File: config.mk
export PLATFORM = sky130hd
export DESIGN_NAME = id_stage_flat
export DESIGN_NICKNAME = d
export VERILOG_FILES = /design/src/rtl/legv8_pkg.sv /design/src/rtl/id_stage_if.sv /design/src/rtl/legv8_main_control.sv /design/src/rtl/id_stage.sv /design/src/flat_wrapper.sv
export SDC_FILE = /design/constraint.sdc
export NUM_CORES = 1
export LEC_CHECK = 0
export CAP_MARGIN = 25
export CORE_MARGIN = 4
export CORE_UTILIZATION = 25
export CTS_CLUSTER_DIAMETER = 100
export DETAILED_ROUTE_END_ITERATION = 7
export PLACE_DENSITY = 0.57
export SETUP_SLACK_MARGIN = 0.05
export SLEW_MARGIN = 20
export SYNTH_ARGS = -nofsm -noshare
export SYNTH_HDL_FRONTEND = slang
export SYNTH_SLANG_ARGS = --single-unit
File: constraint.sdc
create_clock -name clock -period 3.5 [get_ports clock]
set_input_delay 0.875 -clock clock [delete_from_list [all_inputs] [get_ports clock]]
set_output_delay 0.875 -clock clock [all_outputs]
set_load 0.05 [all_outputs]
File: src/rtl/legv8_pkg.sv
// LEGv8 decode-stage types: opcode constants, ALUOp encodings,
// control bundle and the ID/EX register layout.
package legv8_pkg;

  localparam logic [10:0] OP_ADD  = 11'b10001011000;
  localparam logic [10:0] OP_SUB  = 11'b11001011000;
  localparam logic [10:0] OP_AND  = 11'b10001010000;
  localparam logic [10:0] OP_ORR  = 11'b10101010000;
  localparam logic [10:0] OP_LDUR = 11'b11111000010;
  localparam logic [10:0] OP_STUR = 11'b11111000000;
  localparam logic [7:0]  OP_CBZ  = 8'b10110100;

  typedef enum logic [1:0] {
    ALU_MEM   = 2'b00,
    ALU_CBZ   = 2'b01,
    ALU_RTYPE = 2'b10
  } alu_op_e;

  typedef enum logic [1:0] {
    IMM_NONE = 2'b00,
    IMM_D9   = 2'b01,
    IMM_CB19 = 2'b10
  } imm_sel_e;

  typedef struct packed {
    logic    reg_write;
    logic    mem_read;
    logic    mem_write;
    logic    branch;
    logic    alu_src;
    alu_op_e alu_op;
  } ctrl_t;

  typedef struct packed {
    logic     use_rn;
    logic     use_rm;
    logic     rm_is_rt;
    logic     writes_rt;
    imm_sel_e imm_sel;
  } fields_t;

  typedef struct packed {
    logic        valid;
    ctrl_t       ctrl;
    logic [4:0]  read1;
    logic [4:0]  read2;
    logic [4:0]  write_reg;
    logic [10:0] opcode;
    logic [63:0] imm;
    logic [63:0] pc;
    logic        illegal;
  } id_ex_t;

  function automatic logic [63:0] decode_imm(
    logic [31:0] insn,
    imm_sel_e    sel
  );
    logic [63:0] v;
    v = '0;
    unique case (sel)
      IMM_D9:   v = {{55{insn[20]}}, insn[20:12]};
      IMM_CB19: v = {{45{insn[23]}}, insn[23:5]};
      default:  v = '0;
    endcase
    return v;
  endfunction

endpackage

File: src/rtl/id_stage_if.sv
// Fetch-side and ID/EX-side signals of the decode stage.
// master = surrounding pipeline, slave = id_stage.
interface id_stage_if;
  logic        in_valid;
  logic [31:0] instruction;
  logic [63:0] pc_in;
  logic        stall;
  logic        flush;
  logic        hold_upstream;
  logic        out_valid;
  logic [4:0]  Read1;
  logic [4:0]  Read2;
  logic [4:0]  WriteReg;
  logic        RegWrite;
  logic        MemRead;
  logic        MemWrite;
  logic        Branch;
  logic        ALUSrc;
  logic [1:0]  ALUOp;
  logic [10:0] Opcode;
  logic [63:0] imm;
  logic [63:0] pc_out;
  logic        illegal;

  modport master (
    output in_valid, instruction, pc_in,
    output stall, flush,
    input  hold_upstream, out_valid,
    input  Read1, Read2, WriteReg,
    input  RegWrite, MemRead, MemWrite,
    input  Branch, ALUSrc, ALUOp,
    input  Opcode, imm, pc_out, illegal
  );

  modport slave (
    input  in_valid, instruction, pc_in,
    input  stall, flush,
    output hold_upstream, out_valid,
    output Read1, Read2, WriteReg,
    output RegWrite, MemRead, MemWrite,
    output Branch, ALUSrc, ALUOp,
    output Opcode, imm, pc_out, illegal
  );
endinterface

File: src/rtl/legv8_main_control.sv
// Combinational main control: opcode field to control bundle,
// operand-field usage and an illegal flag.
module legv8_main_control
  import legv8_pkg::*;
(
  input  logic [10:0] opcode,
  output ctrl_t       ctrl,
  output fields_t     fields,
  output logic        illegal
);

  logic is_r;
  logic is_ldur;
  logic is_stur;
  logic is_cbz;

  assign is_r = (opcode == OP_ADD) || (opcode == OP_SUB) ||
                (opcode == OP_AND) || (opcode == OP_ORR);
  assign is_ldur = (opcode == OP_LDUR);
  assign is_stur = (opcode == OP_STUR);
  assign is_cbz  = (opcode[10:3] == OP_CBZ);

  always_comb begin
    ctrl    = '0;
    fields  = '0;
    illegal = 1'b0;
    unique case (1'b1)
      is_r: begin
        ctrl.reg_write   = 1'b1;
        ctrl.alu_op      = ALU_RTYPE;
        fields.use_rn    = 1'b1;
        fields.use_rm    = 1'b1;
        fields.writes_rt = 1'b1;
      end
      is_ldur: begin
        ctrl.reg_write   = 1'b1;
        ctrl.mem_read    = 1'b1;
        ctrl.alu_src     = 1'b1;
        ctrl.alu_op      = ALU_MEM;
        fields.use_rn    = 1'b1;
        fields.writes_rt = 1'b1;
        fields.imm_sel   = IMM_D9;
      end
      is_stur: begin
        ctrl.mem_write  = 1'b1;
        ctrl.alu_src    = 1'b1;
        ctrl.alu_op     = ALU_MEM;
        fields.use_rn   = 1'b1;
        fields.use_rm   = 1'b1;
        fields.rm_is_rt = 1'b1;
        fields.imm_sel  = IMM_D9;
      end
      is_cbz: begin
        ctrl.branch     = 1'b1;
        ctrl.alu_op     = ALU_CBZ;
        fields.use_rm   = 1'b1;
        fields.rm_is_rt = 1'b1;
        fields.imm_sel  = IMM_CB19;
      end
      default: illegal = 1'b1;
    endcase
  end

endmodule

File: src/rtl/id_stage.sv
// LEGv8 instruction-decode stage: decode, load-use interlock,
// stall/flush priority and the registered ID/EX boundary.
module id_stage
  import legv8_pkg::*;
(
  input logic       clock,
  input logic       reset_n,
  id_stage_if.slave bus
);

  ctrl_t   ctrl;
  fields_t fld;
  logic    dec_ill;
  logic    hazard;
  logic [4:0] rn;
  logic [4:0] rt;
  logic [4:0] rm;
  id_ex_t  q;
  id_ex_t  nxt;
  id_ex_t  load;

  legv8_main_control u_ctrl (
    .opcode  (bus.instruction[31:21]),
    .ctrl    (ctrl),
    .fields  (fld),
    .illegal (dec_ill)
  );

  assign rn = bus.instruction[9:5];
  assign rt = bus.instruction[4:0];
  assign rm = fld.rm_is_rt ? rt
                           : bus.instruction[20:16];

  // X31 is XZR, so a load into it never creates a dependency
  assign hazard = q.valid && q.ctrl.mem_read &&
                  (q.write_reg != 5'd31) &&
                  bus.in_valid && !dec_ill &&
                  ((fld.use_rn && rn == q.write_reg) ||
                   (fld.use_rm && rm == q.write_reg));

  assign bus.hold_upstream = bus.stall | hazard;

  always_comb begin
    load           = '0;
    load.valid     = 1'b1;
    load.ctrl      = ctrl;
    load.read1     = fld.use_rn ? rn : 5'd0;
    load.read2     = fld.use_rm ? rm : 5'd0;
    load.write_reg = fld.writes_rt ? rt : 5'd0;
    load.opcode    = bus.instruction[31:21];
    load.imm       = decode_imm(bus.instruction,
                                fld.imm_sel);
    load.pc        = bus.pc_in;
  end

  always_comb begin
    nxt = '0;
    if (bus.flush) begin
      nxt = '0;
    end else if (bus.stall) begin
      nxt         = q;
      nxt.illegal = 1'b0;
    end else if (hazard || !bus.in_valid) begin
      nxt = '0;
    end else if (dec_ill) begin
      nxt         = '0;
      nxt.illegal = 1'b1;
    end else begin
      nxt = load;
    end
  end

  always_ff @(posedge clock or negedge reset_n) begin
    if (!reset_n) q <= '0;
    else          q <= nxt;
  end

  assign bus.out_valid = q.valid;
  assign bus.Read1     = q.read1;
  assign bus.Read2     = q.read2;
  assign bus.WriteReg  = q.write_reg;
  assign bus.RegWrite  = q.ctrl.reg_write;
  assign bus.MemRead   = q.ctrl.mem_read;
  assign bus.MemWrite  = q.ctrl.mem_write;
  assign bus.Branch    = q.ctrl.branch;
  assign bus.ALUSrc    = q.ctrl.alu_src;
  assign bus.ALUOp     = q.ctrl.alu_op;
  assign bus.Opcode    = q.opcode;
  assign bus.imm       = q.imm;
  assign bus.pc_out    = q.pc;
  assign bus.illegal   = q.illegal;

endmodule

File: src/flat_wrapper.sv
// flat-port wrapper written by rule: the top's interface ports become plain ports
module id_stage_flat import legv8_pkg::*;
  (clock, reset_n, bus_in_valid, bus_instruction, bus_pc_in, bus_stall, bus_flush, bus_hold_upstream, bus_out_valid, bus_Read1, bus_Read2, bus_WriteReg, bus_RegWrite, bus_MemRead, bus_MemWrite, bus_Branch, bus_ALUSrc, bus_ALUOp, bus_Opcode, bus_imm, bus_pc_out, bus_illegal);
  id_stage_if bus_i ();
  input logic clock;
  input logic reset_n;
  input wire logic [$bits(bus_i.in_valid)-1:0] bus_in_valid;
  input wire logic [$bits(bus_i.instruction)-1:0] bus_instruction;
  input wire logic [$bits(bus_i.pc_in)-1:0] bus_pc_in;
  input wire logic [$bits(bus_i.stall)-1:0] bus_stall;
  input wire logic [$bits(bus_i.flush)-1:0] bus_flush;
  output wire logic [$bits(bus_i.hold_upstream)-1:0] bus_hold_upstream;
  output wire logic [$bits(bus_i.out_valid)-1:0] bus_out_valid;
  output wire logic [$bits(bus_i.Read1)-1:0] bus_Read1;
  output wire logic [$bits(bus_i.Read2)-1:0] bus_Read2;
  output wire logic [$bits(bus_i.WriteReg)-1:0] bus_WriteReg;
  output wire logic [$bits(bus_i.RegWrite)-1:0] bus_RegWrite;
  output wire logic [$bits(bus_i.MemRead)-1:0] bus_MemRead;
  output wire logic [$bits(bus_i.MemWrite)-1:0] bus_MemWrite;
  output wire logic [$bits(bus_i.Branch)-1:0] bus_Branch;
  output wire logic [$bits(bus_i.ALUSrc)-1:0] bus_ALUSrc;
  output wire logic [$bits(bus_i.ALUOp)-1:0] bus_ALUOp;
  output wire logic [$bits(bus_i.Opcode)-1:0] bus_Opcode;
  output wire logic [$bits(bus_i.imm)-1:0] bus_imm;
  output wire logic [$bits(bus_i.pc_out)-1:0] bus_pc_out;
  output wire logic [$bits(bus_i.illegal)-1:0] bus_illegal;
  assign bus_i.in_valid = bus_in_valid;
  assign bus_i.instruction = bus_instruction;
  assign bus_i.pc_in = bus_pc_in;
  assign bus_i.stall = bus_stall;
  assign bus_i.flush = bus_flush;
  assign bus_hold_upstream = bus_i.hold_upstream;
  assign bus_out_valid = bus_i.out_valid;
  assign bus_Read1 = bus_i.Read1;
  assign bus_Read2 = bus_i.Read2;
  assign bus_WriteReg = bus_i.WriteReg;
  assign bus_RegWrite = bus_i.RegWrite;
  assign bus_MemRead = bus_i.MemRead;
  assign bus_MemWrite = bus_i.MemWrite;
  assign bus_Branch = bus_i.Branch;
  assign bus_ALUSrc = bus_i.ALUSrc;
  assign bus_ALUOp = bus_i.ALUOp;
  assign bus_Opcode = bus_i.Opcode;
  assign bus_imm = bus_i.imm;
  assign bus_pc_out = bus_i.pc_out;
  assign bus_illegal = bus_i.illegal;
  id_stage u_core (.clock(clock), .reset_n(reset_n), .bus(bus_i));
endmodule
Figure 1. Met1 routing (run 1).
Drawn at 1.5 px/um.
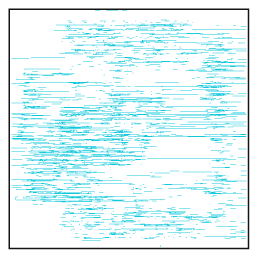
nets with wire on the layer: 881
wire length on this layer: 9160 um

Figure 2. Routing congestion (run 1).
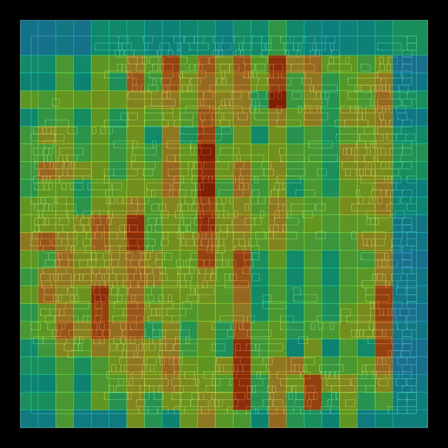
Util after Layout: 42.7%
met1 GRT Util: 21.1%
total global-route track usage: 16.2%
GR peak layer: met2
DR WL/cell: 17.3 um

Figure 3. Logic cells by family (run 1).
Drawn at 1.5 px/um.
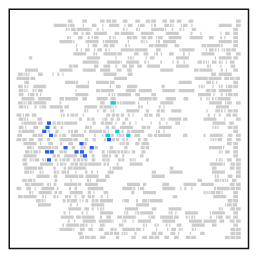
[xor and xnor cells] blue | cells: 14 | most used: xnor2_1 | where: middle left
[non-inverting ao/oa cells] cyan | cells: 4 | most used: a211o_1 | where: center
most numerous logic cell after layout: clkdlybuf4s50_1
Final Non-Filler Cells: 1198

run 1: placed cells by master, fill, tap and decap left out, types with 5 or more instances in the layout:
cell type        count
a21oi_1             15
a22oi_1             15
a32oi_1              5
buf_12              10
buf_4               61
clkbuf_16           17
clkdlybuf4s50_1    251
dfrtp_1            118
dlygate4sd2_1        5
inv_1                6
nand2_1            192
nand3_1              8
nor2_1               5
o21ai_0             28
o21ai_1             91
or3_1               21
xnor2_1              8
xor2_1               6
run 1: power by group through the flow:
stage	sequential [mW]	combinational, mW	clock [mW]
global route	1.37	0.307	1.96
global placement	1.39	0.289	0
floorplan	1.40	0.0610	0
finish	1.37	0.283	1.84
detailed placement	1.39	0.289	0
CTS	1.37	0.289	1.89
run 1: synthesized netlist by cell type:
master,count
nand3_1,8
a311oi_1,1
a2bb2oi_1,1
o2111a_1,1
or4_1,1
nor2_1,6
nor3_1,2
xor2_1,6
o31ai_2,1
or3_1,22
and4b_1,1
and2_1,1
buf_4,55
dfrtp_1,118
o21ai_1,91
nand4b_1,2
o211ai_1,1
inv_1,6
nand2b_1,2
a22oi_1,15
mux2_1,1
xnor2_1,8
nor4_1,3
o21ai_0,29
clkbuf_1,36
nand2_1,192
a211o_1,2
o311ai_1,1
buf_1,1
a32oi_1,5
nand4_1,3
a21bo_2,1
and3b_1,1
a21oi_1,15
a41oi_1,1
and3_1,1
ha_1,2
nor4b_1,1
run 1: cells by family after synthesis:
group / after synthesis
buffers and inverters: 98
flip-flops: 118
AND-OR/OR-AND: 165
adder cells (fa/ha/maj): 2
AND/OR/NAND/NOR: 246
XOR/XNOR: 14
multiplexers: 1
==> run notes, run 1 <==
fresh numbers from the pnr run: Post-CTS Setup Bufs 1, YS chip area 5660 um2, WL met3 1560 um, Synth Cell Area 5660 um2, CP top delay family simple AND/OR/NAND/NOR gates, P per Cell Area 371 nW/um2, die y size 158 um, crit end category output port, Seq cells 118, yosys stat cell total 644, total CTS buffers 17, max layer used met4, fraction of layout cells with a size suffix above 1 12.9%, final WL 20700 um, met3 usage 5.27%, Worst Skew 0.0105 ns, CTS clock-pin slew for the worst setup and hold paths 0.06 ns, logic share of the area 23.4%, main logic family after synthesis simple AND/OR/NAND/NOR gates, number of global-route vias before repair 5388, worst hold margin 0.447 ns, worst r2r dst u_core.bus.pc_out[49], CTS Sinks 118, post-route worst setup slack -0.410 ns, grt ovf 0, status finished with violations, required time of the critical path 2.62 ns, core outline area 22000 um2, crit-path cells buf_6, or3_4, or4_4, or3_1, a211o_1, a2bb2oi_2, o21ai_4, buf_12, Hold Crit Class primary input to asynchronous set/reset pin, min cycle time layout 3.91 ns, syn_nets 747, largest net degree at the start of global routing 82, slowest stage delay, CP 0.50 ns, failing checks negative setup slack, GPL Wtd Cong 0.806, Leak 3.69 nW, slowest CP cell or4_4, origin of the critical flop-to-flop path u_core.bus.WriteReg[4], fin area 9410 um2, Rows 54, Initial DRC Count 236, R2R Setup Slk 0.81 ns, Cells after DPL 1164, Finish-stage setup viols 1, NonClk Buf Share 34.6%, worst setup path endpoint bus_hold_upstream
==> run 1 -> run 2 <==
MAX_ROUTING_LAYER = met4   (was unset)
Figure 4. Logic cells by family (run 2).
Drawn at 1.5 px/um.
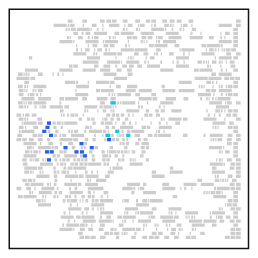
[xor and xnor cells] blue | cells: 14 | most used: xnor2_1 | where: middle left
[non-inverting ao/oa cells] cyan | cells: 4 | most used: a211o_1 | where: center
logic share of the area: 23.4%

==> run 2 against run 1 <==
The run still ends with negative setup slack left; cell count stayed put; count of clock-buffer cells in the layout stayed put; register-to-register slack worse by 0.02 ns; highest routed layer unchanged.
==> run notes, run 2 <==
fresh numbers from the pnr run: status finished with violations, failing checks negative setup slack, met1 GRT Util 21.3%, met3 usage 4.87%, min cycle time layout 3.91 ns, fin area 9410 um2, final WL 20700 um, worst hold margin 0.445 ns, dominant register cell dfrtp_1, CP top delay family simple AND/OR/NAND/NOR gates, RSZ-0062 raised after global routing yes, total clock network power 1.84 mW, CTS clock-pin slew for the worst setup and hold paths 0.06 ns, crit-path cells buf_6, or3_4, or4_4, or3_1, a211o_1, a2bb2oi_2, o21ai_4, buf_12, Worst Skew 0.0125 ns, slowest stage delay, CP 0.50 ns, largest net degree at the start of global routing 82, Synth top cell by count nand2_1, number of global-route vias before repair 5391, CTS root buf clkbuf_16, die y size 158 um, total global-route track usage 16.7%, VDD IR max 283 uV, WL met3 1460 um, R2R Setup Slk 0.79 ns, Cells after DPL 1164, Max Clock Freq 256 MHz, P per Cell Area 371 nW/um2, Seq group 1.37 mW, die area 25100 um2, worst r2r dst u_core.bus.pc_out[49], YS chip area 5660 um2, Final Non-Filler Cells 1198, origin of the critical flop-to-flop path u_core.bus.WriteReg[4], GPL Wtd Cong 0.819, Pwr top the clock network, Leak 3.69 nW, P_comb 0.283 mW, crit end category output port, core outline area 22000 um2, yosys stat cell total 644, required time of the critical path 2.62 ns, slowest CP cell or4_4, Hold Crit Class primary input to asynchronous set/reset pin, Routed Antenna Nets 0, max layer used met4, top cells by count nand2_1, dfrtp_1, o21ai_1, total CTS buffers 17, grt ovf 0, syn_nets 747, GR peak layer met2, Synth Warn # 0, DR WL/cell 17.3 um, Top cells excl fill/tap clkdlybuf4s50_1, nand2_1, dfrtp_1, CTS Sinks 118, most numerous logic cell after layout clkdlybuf4s50_1, Comb power frac 8.1%, Finish-stage setup viols 1, Synth Cell Area 5660 um2, Synth cell types 38, post-synthesis async set-or-reset flop share 100%, Initial DRC Count 248, number of flops mapped to enable cells by yosys 0, post-route worst setup slack -0.412 ns, Util after Layout 42.7%, fraction of layout cells with a size suffix above 1 12.9%
[run 2: cell counts in the layout (fill, tap and decap cells not counted)]
Identical to the previous run, type by type.
[run 2: area by class of cell]
| cell class | count | area share (%) |
|---|---|---|
| Tap cell | 280 | 3.72 |
| Clock buffer | 21 | 5.00 |
| Inverter | 6 | 0.239 |
| Clock inverter | 11 | 1.58 |
| Timing Repair Buffer | 333 | 34.6 |
| Antenna cell | 1 | 0.0266 |
| Multi-Input combinational cell | 428 | 23.4 |
| Sequential cell | 118 | 31.4 |
[run 2: kinds of logic (layout without fill, tap and decap cells)]
| logic type | count (synthesis) | after routing | synth area share [%] |
|---|---|---|---|
| xor gates and xnor gates | 14 | 14 | 2.17 |
| buffers and inverters | 98 | 371 | 10.2 |
| other | 0 | 1 | 0 |
| and+or+nand+nor | 246 | 246 | 18.5 |
| muxes | 1 | 1 | 0.199 |
| AOI/OAI and AO/OA | 165 | 165 | 16.4 |
| adders and majority gates | 2 | 2 | 0.442 |
| DFF | 118 | 118 | 52.2 |
[run 2: timing repair]
| item | CTS | global route |
|---|---|---|
| pin swaps | 5 | 4 |
| endpoints found under the setup margin | 101 | 1 |
| resized | 29 | 4 |
| buffers inserted | 1 | 0 |
[run 2: how the worst max path moves through the flow]
| stage | startpoint | endpoint | slack [ns] | cells past startpoint |
|---|---|---|---|---|
| after floorplan | bus_instruction[23] | bus_hold_upstream | -0.37 | 7 |
| after global placement | bus_instruction[24] | bus_hold_upstream | -0.88 | 8 |
| after detailed placement | bus_instruction[24] | bus_hold_upstream | -0.88 | 8 |
| after CTS | bus_instruction[22] | bus_hold_upstream | -0.49 | 8 |
| after global routing | bus_instruction[22] | bus_hold_upstream | -0.46 | 8 |
| final | bus_instruction[22] | bus_hold_upstream | -0.41 | 8 |
==> run 2 -> run 3 <==
--- a/config.mk
+++ b/config.mk
@@ -14,2 +14,3 @@
 export PLACE_DENSITY = 0.57
+export REMOVE_ABC_BUFFERS = 1
 export SETUP_SLACK_MARGIN = 0.05
==> constraint.sdc (replaced) <==
create_clock -name clock -period 3.5 [get_ports clock]
set_input_delay 1.05 -clock clock [delete_from_list [all_inputs] [get_ports clock]]
set_output_delay 1.05 -clock clock [all_outputs]
set_load 0.05 [all_outputs]
Figure 5. Close-up of the layout (run 3).
Region (106, 106) to (131, 131) um. Cells in gray, sequential cells in the stronger gray; small squares are vias.
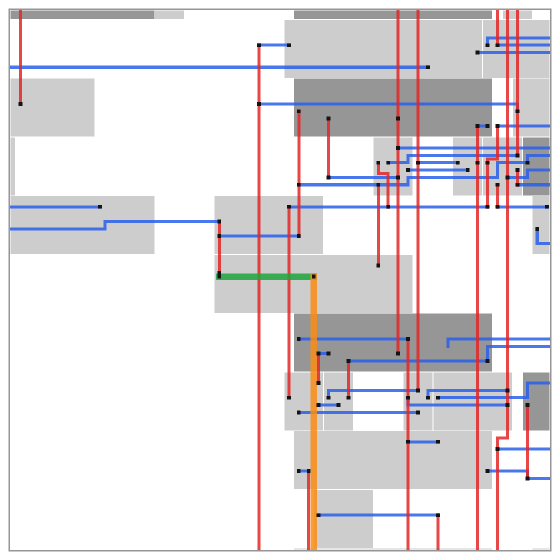
[M2] red
[M4] orange
[M1] blue
[M3] green
most frequent: nand2_1 (4), clkbuf_16 (4), o21ai_1 (3)
sequential cells in the window: 2
cells with their middle in the window: 18
netlist names of flops here include: u_core.bus.pc_out (2)

==> run 3 against run 2 <==
Clock skew increased by 0.0017 ns; sequential power is essentially flat; largest cell class unchanged; combinational power rose by 13%; die area unchanged; cell count is 2.2% higher; setup slack got worse by 0.37 ns; count of clock-buffer cells in the layout is 2 lower; the run still ends with negative setup slack left; flip-flop count is the same; first-iteration DRC count rose by 33%.
==> run notes, run 3 <==
fresh numbers from the pnr run: Finish-stage setup viols 100, Cells after DPL 1179, Final Non-Filler Cells 1224, fraction of layout cells with a size suffix above 1 17.5%, Hold Path Depth 2, Die W 158 um, WL met3 1400 um, R2R Setup Slk 0.59 ns, GPL Wtd Cong 0.859, max layer used met4, met1 GRT Util 21.6%, required time of the critical path 2.45 ns, cell accounting for the most synthesized area dfrtp_1, min cycle time layout 4.28 ns, die y size 158 um, origin of the critical flop-to-flop path u_core.bus.WriteReg[2], worst-path maximum fanout 2, Comb power frac 9.1%, Worst R2R Path Depth 13, worst r2r dst u_core.bus.pc_out[23], initial antenna violation count 0, met3 usage 4.08%, top cells by count nand2_1, dfrtp_1, o21ai_1, Synth cell types 38, CTS Sinks 118, Rows 54, VDD IR max 247 uV, status finished with violations, WP depth 9, Hold Crit Class flip-flop to flip-flop, Slew Viols, Final 0, Worst Skew 0.0142 ns, DR WL/cell 16.8 um, Worst setup SP type primary input, Synth top cell by count nand2_1, crit end category output port, total global-route track usage 16.1%, YS chip area 5660 um2, post-route worst setup slack -0.784 ns, Top cells excl fill/tap clkdlybuf4s50_1, nand2_1, dfrtp_1, dominant register cell dfrtp_1, Util after Layout 44.9%, most numerous logic cell after layout clkdlybuf4s50_1, CTS root buf clkbuf_16, post-synthesis async set-or-reset flop share 100%, Max-slew headroom 55.0%, H-tree lvl count 4, CTS clock-pin slew for the worst setup and hold paths 0.06 ns, core outline area 22000 um2, Synth Cell Area 5660 um2, final WL 20600 um, Synth Warn # 0, Antenna Cells 0, number of global-route vias before repair 5449, fin nets 1034, grt ovf 0, worst slew pin tran 0.673 ns, crit path kind primary input to output port, fin area 9890 um2, ys flops 118, clock insertion delay at the later pin of the skew report 0.42 ns, largest net degree at the start of global routing 73, crit-path cells buf_6, or3_4, or4_4, or3_1, a211o_1, a2bb2oi_2, o21ai_2, buf_4, buf_12, slowest stage delay, CP 0.53 ns, slowest CP cell or4_4, RSZ-0062 raised after global routing yes, yosys stat cell total 644, critical path startpoint bus_instruction[22], Max Clock Freq 233 MHz, total CTS buffers 17, CP top delay family simple AND/OR/NAND/NOR gates, failing checks negative setup slack, Initial DRC Count 331, number of flops mapped to enable cells by yosys 0, die area 25100 um2, GR peak layer met2, Routed Antenna Nets 0, clock buffer depth 2, worst hold margin 0.475 ns, tool warning count 28, Leak 3.94 nW, hold_buf cts 0, # fillers 2149, worst setup path endpoint bus_hold_upstream, P per Cell Area 358 nW/um2, CTS tree done, GRT met2 Usage 24.3%
## run 3: cell types whose count changed in the layout (fill, tap and decap cells not counted), moves of 2 or more
| cell | previous run | this run |
|---|---|---|
| o21ai_0 | 28 | 13 |
| o21ai_1 | 91 | 85 |
| clkinv_2 | 2 | 0 |
| clkdlybuf4s15_1 | 0 | 2 |
| buf_6 | 2 | 4 |
| buf_12 | 10 | 13 |
| clkbuf_16 | 17 | 24 |
| o21ai_2 | 0 | 22 |
| inv_6 | 0 | 2 |
| buf_4 | 61 | 74 |
## run 3: repair_timing
item | in CTS | in global routing
setup endpoints to repair | 112 | 16
pin swaps | 6 | 2
gates cloned | 0 | 7
buffers inserted | 3 | 3
resized | 29 | 45
## run 3: tightest hold or removal path: cells and delay by family, from the launching register on
kind,cells,cell delay [ns]
flip-flops,1,0.34
AND/OR/NAND/NOR,1,0.06
AND-OR/OR-AND,1,0.05
## run 3: power groups by stage
stage / Combinational [mW] / Clock (mW) / Sequential [mW]
floorplan: 0.0489 / 0 / 1.40
CTS: 0.300 / 1.89 / 1.37
global route: 0.343 / 1.97 / 1.37
finish: 0.320 / 1.85 / 1.37
global placement: 0.299 / 0 / 1.39
detailed placement: 0.299 / 0 / 1.39
## run 3: logic make-up after synthesis
kind of cell | count (synthesis) | synth area share (%)
AND-OR/OR-AND | 165 | 16.4
XOR/XNOR | 14 | 2.17
adder cells (fa/ha/maj) | 2 | 0.442
buffers and inverters | 98 | 10.2
flip-flops | 118 | 52.2
multiplexers | 1 | 0.199
AND/OR/NAND/NOR | 246 | 18.5
## run 3: final cells by class
type                    instances  share of cell area, %
clock inverters                13                   1.75
repair buffers                360                   37.0
multi-input cells             428                   23.0
flip-flops and latches        118                   29.9
inverters                       6                  0.228
clock buffers                  19                   4.58
well taps                     280                   3.54

==> layout pictures side by side <==
Sequential cells grouped by signal name.
Drawn at 3 px/um.
(a)
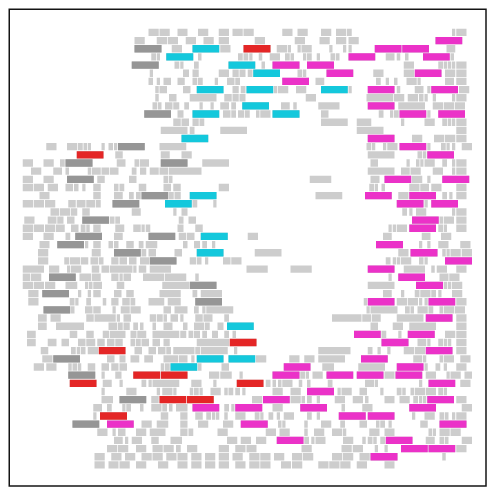
(b)
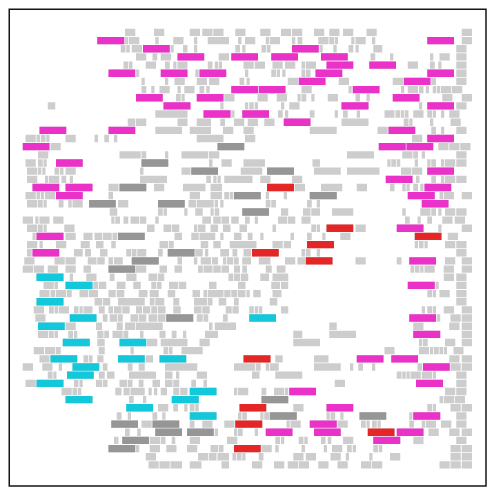
| from | picture |
|---|---|
| run 3 | (a) |
| run 1 | (b) |

Key to (a):
[u_core.bus.pc_out] magenta | placed flops: 64
[u_core.bus.Opcode] red | placed flops: 11
[u_core.bus.imm] cyan | placed flops: 19
not colored: 24

Power and IR drop assume default switching activity.
